**Run 1: M1 wires**

(6 px per um) Supply wires on this layer in grey. Cells faint in the background.
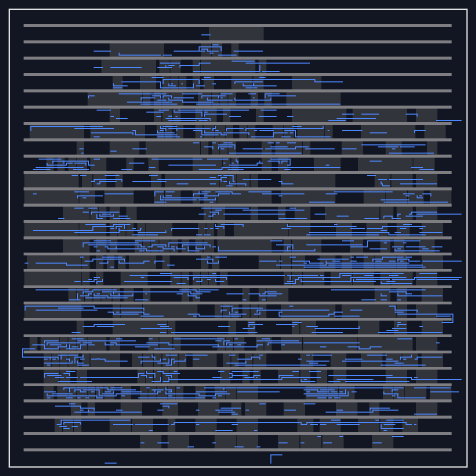
**Run 1: the metal 2 layer**

(6 px per um)
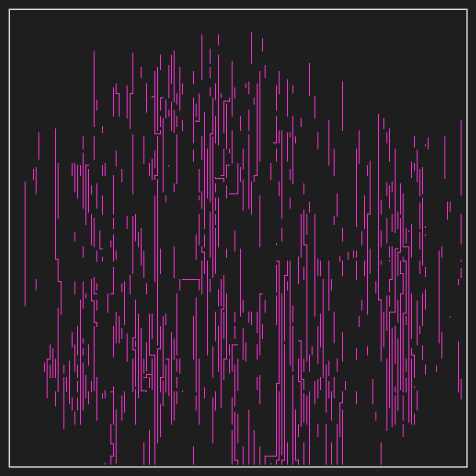
**Run 1: met3 routing**

(8 px per um) Cells faint in the background.
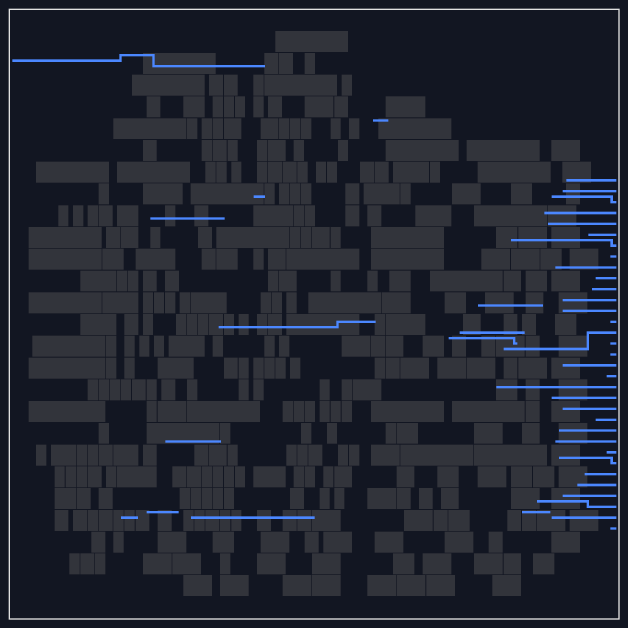
===== config.mk =====
export PLATFORM = sky130hd
export DESIGN_NAME = tx_frame_arbiter
export DESIGN_NICKNAME = d
export VERILOG_FILES = /design/src/rtl/tx_arb_pkg.sv /design/src/rtl/tx_frame_arbiter_rr_pick.sv /design/src/rtl/tx_frame_arbiter.sv
export SDC_FILE = /design/constraint.sdc
export NUM_CORES = 1
export LEC_CHECK = 0
export ABC_AREA = 1
export CORE_MARGIN = 2
export CORE_UTILIZATION = 40
export CTS_CLUSTER_DIAMETER = 100
export DETAILED_ROUTE_END_ITERATION = 12
export GPL_ROUTABILITY_DRIVEN = 0
export GPL_TIMING_DRIVEN = 0
export PLACE_DENSITY_LB_ADDON = 0.2
export SYNTH_ARGS = -nofsm -noshare
export SYNTH_HDL_FRONTEND = slang
export SYNTH_SLANG_ARGS = --single-unit

===== constraint.sdc =====
create_clock -name clk -period 5 [get_ports clk]
set_input_delay 1 -clock clk [delete_from_list [all_inputs] [get_ports clk]]
set_output_delay 1 -clock clk [all_outputs]
set_load 0.03 [all_outputs]

===== src/rtl/tx_arb_pkg.sv =====
// tx_arb_pkg: shared state encoding, byte width and grant-width helper for tx_frame_arbiter
package tx_arb_pkg;
  localparam int BYTE_W = 8;
  typedef enum logic [1:0] {IDLE, XFER, DRAIN, GAP} state_t;
  function automatic int grant_w(input int n);
    return $clog2(n);
  endfunction
endpackage


===== src/rtl/tx_frame_arbiter_rr_pick.sv =====
// rr_pick: combinational round-robin picker, first requester strictly after ptr (wrapping)
module rr_pick
  import tx_arb_pkg::*;
#(
  parameter int N = 4,
  parameter int W = 2
) (
  input  logic [N-1:0] req,
  input  logic [W-1:0] ptr,
  output logic [W-1:0] idx,
  output logic         any
);
  logic [W-1:0] j;
  // Walk from farthest to nearest so the nearest valid requester is written last.
  always_comb begin
    idx = ptr;
    j = '0;
    for (int k = N; k >= 1; k--) begin
      j = W'((int'(ptr) + k) % N);
      idx = req[j] ? j : idx;
    end
  end
  assign any = |req;
endmodule


===== src/rtl/tx_frame_arbiter.sv =====
// tx_frame_arbiter: round-robin whole-frame arbiter onto one byte port with inter-frame gap and abort.
// Define TX_ARB_STATS_EN to add the stat_frames/stat_errs saturating counters.
module tx_frame_arbiter
  import tx_arb_pkg::*;
#(
  parameter int NUM_REQ = 4,
  parameter int IFG_CYCLES = 12,
  parameter int MAX_LEN = 1518,
  localparam int GRANT_W = grant_w(NUM_REQ)
) (
  input  logic                      clk,
  input  logic                      rst_n,
  input  logic [NUM_REQ-1:0]        req_valid,
  input  logic [NUM_REQ*BYTE_W-1:0] req_data,
  input  logic [NUM_REQ-1:0]        req_last,
  output logic [NUM_REQ-1:0]        req_ready,
  output logic [BYTE_W-1:0]         txd,
  output logic                      tx_en,
  output logic [GRANT_W-1:0]        grant_id,
  output logic                      busy,
  output logic                      err_underrun,
  output logic                      err_oversize
`ifdef TX_ARB_STATS_EN
  ,
  output logic [31:0]               stat_frames,
  output logic [15:0]               stat_errs
`endif
);
  localparam int CW = $clog2(MAX_LEN + 1);
  localparam int GW = IFG_CYCLES > 1 ? $clog2(IFG_CYCLES) : 1;
  localparam state_t END_ST = IFG_CYCLES == 0 ? IDLE : GAP;

  state_t state, state_n;
  logic [GRANT_W-1:0] rr_ptr, pick;
  logic [CW-1:0] cnt;
  logic [GW-1:0] gap_cnt;
  logic [BYTE_W-1:0] g_data;
  logic any, g_valid, g_last, rdy, hs, at_max;
  logic underrun_ev, oversize_ev, frame_ok, leave;

  rr_pick #(.N(NUM_REQ), .W(GRANT_W)) u_pick (
    .req(req_valid),
    .ptr(rr_ptr),
    .idx(pick),
    .any(any)
  );

  assign g_valid = req_valid[grant_id];
  assign g_last = req_last[grant_id];
  assign g_data = req_data[grant_id*BYTE_W +: BYTE_W];
  assign rdy = state == XFER || state == DRAIN;
  assign req_ready = rdy ? NUM_REQ'(1) << grant_id : '0;
  assign hs = rdy & g_valid;
  // The handshake in flight is byte number MAX_LEN.
  assign at_max = cnt == CW'(MAX_LEN - 1);
  assign busy = state != IDLE;
  assign underrun_ev = state == XFER && !g_valid && |cnt;
  assign oversize_ev = state == XFER && hs && !g_last && at_max;
  assign frame_ok = state == XFER && hs && g_last;
  assign leave = rdy && state_n != state;

  always_comb begin
    state_n = state;
    case (state)
      IDLE:    state_n = any ? XFER : IDLE;
      XFER:    state_n = hs ? (g_last ? END_ST : at_max ? DRAIN : XFER) : (|cnt ? DRAIN : XFER);
      DRAIN:   state_n = hs && g_last ? END_ST : DRAIN;
      default: state_n = ~|gap_cnt ? IDLE : GAP;
    endcase
  end

  always_ff @(posedge clk or negedge rst_n) begin
    if (!rst_n) begin
      state <= IDLE;
      rr_ptr <= GRANT_W'(NUM_REQ - 1);
      grant_id <= '0;
      cnt <= '0;
      gap_cnt <= '0;
      txd <= '0;
      tx_en <= 1'b0;
      err_underrun <= 1'b0;
      err_oversize <= 1'b0;
    end else begin
      state <= state_n;
      tx_en <= state == XFER && hs;
      err_underrun <= underrun_ev;
      err_oversize <= oversize_ev;
      if (state == XFER && hs) txd <= g_data;
      if (state == IDLE && any) begin
        grant_id <= pick;
        cnt <= '0;
      end else if (state == XFER && hs) begin
        cnt <= cnt + 1'b1;
      end
      if (leave) rr_ptr <= grant_id;
      // Preloaded outside GAP so the gap lasts exactly IFG_CYCLES cycles.
      gap_cnt <= state == GAP ? gap_cnt - 1'b1 : GW'(IFG_CYCLES > 0 ? IFG_CYCLES - 1 : 0);
    end
  end

`ifdef TX_ARB_STATS_EN
  always_ff @(posedge clk or negedge rst_n) begin
    if (!rst_n) begin
      stat_frames <= '0;
      stat_errs <= '0;
    end else begin
      if (frame_ok && ~&stat_frames) stat_frames <= stat_frames + 1'b1;
      if ((underrun_ev || oversize_ev) && ~&stat_errs) stat_errs <= stat_errs + 1'b1;
    end
  end
`endif
endmodule


==> impl_metrics.toml, run 1 <==
# flow metrics
[cells_and_area]
logic_area_sq_um = 1090
seqCellArea_sq_um = 803
clockBufferCount = 8
final_util_pct = 56.3
drive_above_1_share_pct = 5.35
buf_share_pct = 22.3
antenna_cells = 0
top_register = "cnt"
multi_input_comb_cells = 210
dominant_cells = "logic gates"
final_common_cell = "nand2_1"
seq_share_pct = 28.3
sh_comb_area_pct = 38.3

[floorplan]
fp_util_pct = 41.2
io_pins = 60
dieWidth_um = 76.0
core_area_sq_um = 5040
fp-row-count = 26
die_h_um = 76.0

[yosys]
ys_seq_share_pct = 38.7
top_cells_by_count = "nand2_1, inv_1, nand3_1, dfrtp_1, nor2_1"
syn_avg_cell_area_sq_um = 7.21
logic_family = "simple AND/OR/NAND/NOR gates"
yosys.area.top_type = "dfrtp_1"
synth_flops = 32
synthAoiAreaFrac_pct = 14.2
synth.distinct_cells = 24
synth-async-reset-ratio_pct = 100

[placed_design]
io_buffers = 59
placed_cell_area_sq_um = 2750
place_hpwl_um = 4110

[run]
max-cap-violations = 0
warnings = 32

[cts]
cts-buffers-inserted = 5
post_cts_buffers = 0
cts_tree = "yes"
clock_latency_ps = 290
cts_max_level = 2
ctsHoldBuffers = 0

[min_path]
whs_path_depth = 1
min_to = "gap_cnt[0]"

[final_timing]
fmax_mhz = 295
finalHoldViolCount = 0
slew_violations = 0
finalWorstSetupSlack_ps = 1610

[setup_path]
worst_path_dominant_cell_family = "buffers and inverters"
critPathMaxFanout = 10
slowest_delay_ps = 610
path_common_cell = "clkbuf_1"
r2r-start = "grant_id[1]"
cp.required_ps = 4000
startpoint = "grant_id[1]"
critPathLaunchType = "register"

[power]
pg_comb_w = 0.000984
sw_frac_of_total_pct = 47.6
p_clk_share_pct = 12.8
leakage_nw = 1.28
p_total_w = 0.00158
p_int_w = 0.000828
power_leader = "combinational cells"

[outcome]
status = "finished clean"

[route]
wl_per_cell_um = 12.6
dr.pass1.iters = 4
ant_nets = 0
drt-initial-drc-count = 96
top_layer_used = "met4"
wl_met3_um = 311
met1_length_um = 2450

[grt]
grt-ovfl-total = 0
antenna_found_initial = 0
About 'M1 wires':
The longest straight run is 33.1 um. The wires run mostly horizontal. The layer holds 46% of the routed length. 370 nets have wire on it.
met1 Track Usage GR: 25.8%
Post-Route WL: 5370 um
via count: 2129

About 'the metal 2 layer':
The layer carries 2540 um of wire. The longest straight run is 30.9 um.
M2 GR Usage: 32.7%

About 'met3 routing':
The longest straight run is 15.2 um. The layer carries 311 um of wire.
met3 Use GR: 4.50%

**Run 1: track usage over the die**

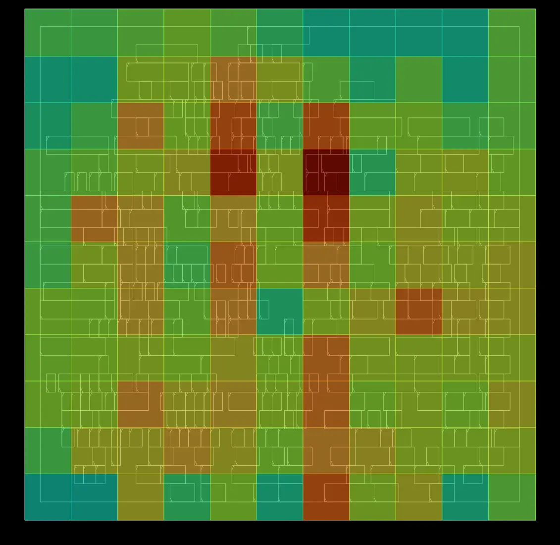

==> run 2, diff against run 1 <==
clock period = 2.8 ns   (was 5 ns; I/O delays follow)
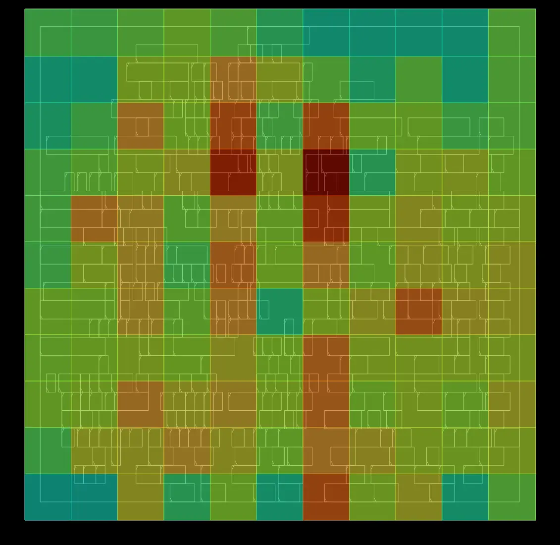
**Above:** run 2 (track usage over the die).
GRT Overall Usage: 19.8%
layer with the highest usage: met2
Finished Core Util: 56.3%
WL/cell: 12.6 um

==> run 2 against run 1 <==
Against the previous run:
- clock skew hardly changed
- area after synthesis is the same
- combinational power increased by 78%
- critical path type unchanged
- largest cell class unchanged
- highest routed layer unchanged
==> impl_metrics.toml, run 2 <==
# flow metrics
[cells_and_area]
top_register = "cnt"
seqCellArea_sq_um = 803
clockBufferCount = 8
logic_area_sq_um = 1090
multi_input_comb_cells = 210
sh_comb_area_pct = 38.4
drive_above_1_share_pct = 5.63

[route]
met1_length_um = 2400
drt_wl_total_um = 5360
ant_nets = 0
wl_met3_um = 374
vias = 2124

[placed_design]
placed_cell_area_sq_um = 2750
io_buffers = 59
place_hpwl_um = 4110

[cts]
cts_max_level = 2
ctsHoldBuffers = 0

[power]
p_int_w = 0.00147
p_total_w = 0.00281
sw_frac_of_total_pct = 47.7

[final_timing]
finalHoldViolCount = 0
finalWorstSetupSlack_ps = 117
slew_violations = 0
fmax_mhz = 373

[yosys]
syn_avg_cell_area_sq_um = 7.21
synth_flops = 32
yosys.area.top_type = "dfrtp_1"

[floorplan]
die_h_um = 76.0
core_area_sq_um = 5040
dieWidth_um = 76.0

[grt]
met3_usage_pct = 4.50

[run]
warnings = 32
max-cap-violations = 0

[setup_path]
cp.required_ps = 2240
slowest_delay_ps = 690
critPathMaxFanout = 5

[outcome]
status = "finished clean"
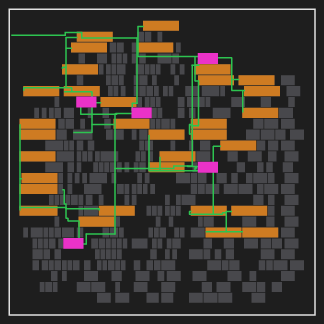
**Above:** run 2 (clock network drawn from the DEF).
(4 px per um)
Green is clock wires, length 441 um. Orange is flip-flops, count 32. Magenta is clock drivers, count 5.
There are 6 routed clock nets.
Clock Power: 0.000361 W
clock skew: 3.07 ps
Insertion Delay late pin: 290 ps
Clk network pwr share: 12.8%

**Run 2: the metal 2 layer**

(6 px per um)
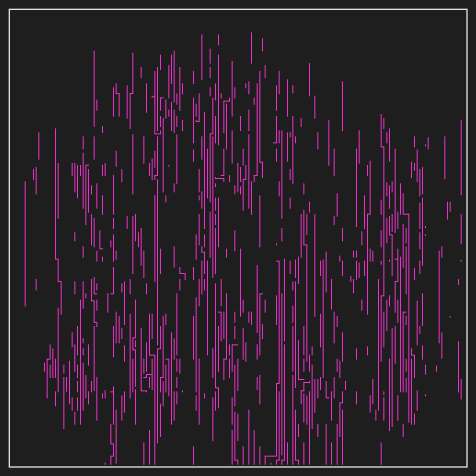

==> run 3, diff against run 2 <==
SLEW_MARGIN = 20   (was default)
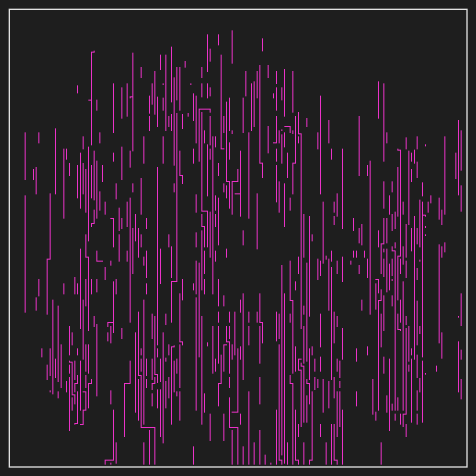
**Above:** run 3 (the metal 2 layer).
(6 px per um)
The layer holds 48% of the routed length. The layer carries 2620 um of wire. The longest straight run is 32.5 um. 327 nets have wire on it.
M2 GR Usage: 33.1%
via count: 2142

==> run 3 against run 2 <==
Against the previous run:
- cell count rose by 0.24%
- die area did not move
- critical path depth did not move
- routed wire length rose by 1.8%
- power rose by 0.27%
- highest routed layer unchanged
- worst hold slack got worse by 160 ps
==> impl_metrics.toml, run 3 <==
# flow metrics
[yosys]
ys_seq_share_pct = 38.7
synthXorXnorAreaFrac_pct = 0.844
synth.distinct_cells = 24
yosys.area.top_type = "dfrtp_1"
synth_stat.cells = 288
synth_flops = 32
syn_avg_cell_area_sq_um = 7.21
ff_type = "dfrtp_1"
synthAoiAreaFrac_pct = 14.2
syn-num-nets = 339
top_cells_by_count = "nand2_1, inv_1, nand3_1, dfrtp_1, nor2_1"
synth-async-reset-ratio_pct = 100
logic_family = "simple AND/OR/NAND/NOR gates"

[floorplan]
io_pins = 60
die_h_um = 76.0
fp-row-count = 26
dieWidth_um = 76.0
fp_util_pct = 41.2
core_area_sq_um = 5040

[power]
pg_comb_w = 0.00176
p_total_w = 0.00282
p_clk_share_pct = 12.7
power_leader = "combinational cells"
leakage_nw = 1.32
pg_clk_w = 0.000357
sw_frac_of_total_pct = 47.7
powerSeq_w = 0.000706
p_int_w = 0.00147

[route]
dr.pass1.iters = 4
drt-initial-drc-count = 92
wl_met3_um = 339
wl_per_cell_um = 12.8
top_layer_used = "met4"
ant_nets = 0
met1_length_um = 2460

[setup_path]
startpoint = "state[1]"
r2r-start = "grant_id[1]"
slowest_delay_ps = 700
crit_chain = "inv_1, ha_1, inv_1, nor3_1, clkdlybuf4s50_1"
worst_path_dominant_cell_family = "buffers and inverters"
path_common_cell = "inv_1"
cp.required_ps = 2240
critPathMaxFanout = 5
critPathLaunchType = "register"

[final_timing]
finalHoldViolCount = 0
fmax_mhz = 371
finalWorstSetupSlack_ps = 107
slew_violations = 0
skew_ps = 5.65

[cts]
ctsHoldBuffers = 0
cts-buffers-inserted = 5
post_cts_buffers = 0
cts.clk_slew.worst_paths_ps = 60
cts_tree = "yes"
cts_max_level = 2
clock_latency_ps = 280

[cells_and_area]
sh_comb_area_pct = 38.0
final_common_cell = "nand2_1"
seqCellArea_sq_um = 803
fin_cells = 426
antenna_cells = 0
fillCellCount = 484
drive_above_1_share_pct = 5.90
layout_top_cells = "nand2_1, clkdlybuf4s50_1, inv_1, nand3_1, dfrtp_1"
top_register = "cnt"
buf_share_pct = 23.1
clockBufferCount = 8
final_util_pct = 56.9
logic_area_sq_um = 1090
multi_input_comb_cells = 210
seq_share_pct = 28.0
dominant_cells = "logic gates"

[grt]
antenna_found_initial = 0
grt-ovfl-total = 0
top_usage_layer = "met2"
track_usage_pct = 19.4
grt.met1_usage_pct = 25.2

[outcome]
status = "finished clean"

[run]
max-cap-violations = 0
warnings = 32

[placed_design]
io_buffers = 59
placed_cell_area_sq_um = 2780
place_hpwl_um = 4180
dp_cells = 418
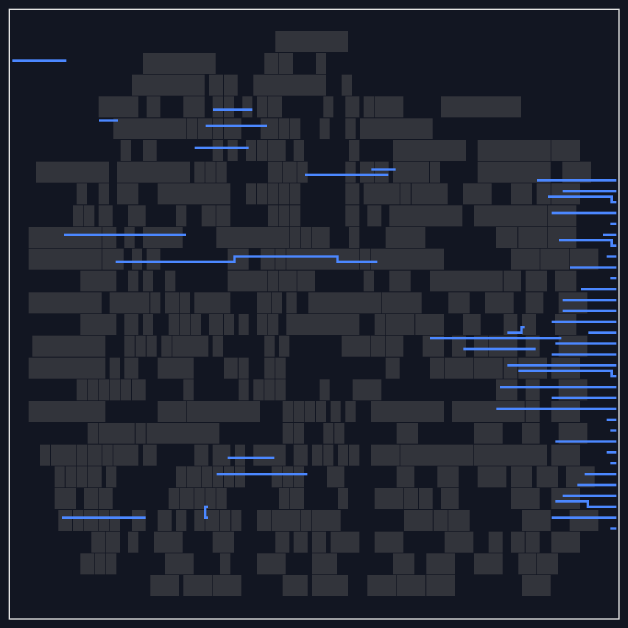
**Above:** run 3 (met3 routing).
(8 px per um) Cells faint in the background.
46 nets have wire on it. The layer carries 340 um of wire. The layer holds 6.2% of the routed length. The longest straight run is 16.1 um.
Post-Route WL: 5450 um
met3 Use GR: 4.27%

Power and IR drop assume default switching activity.
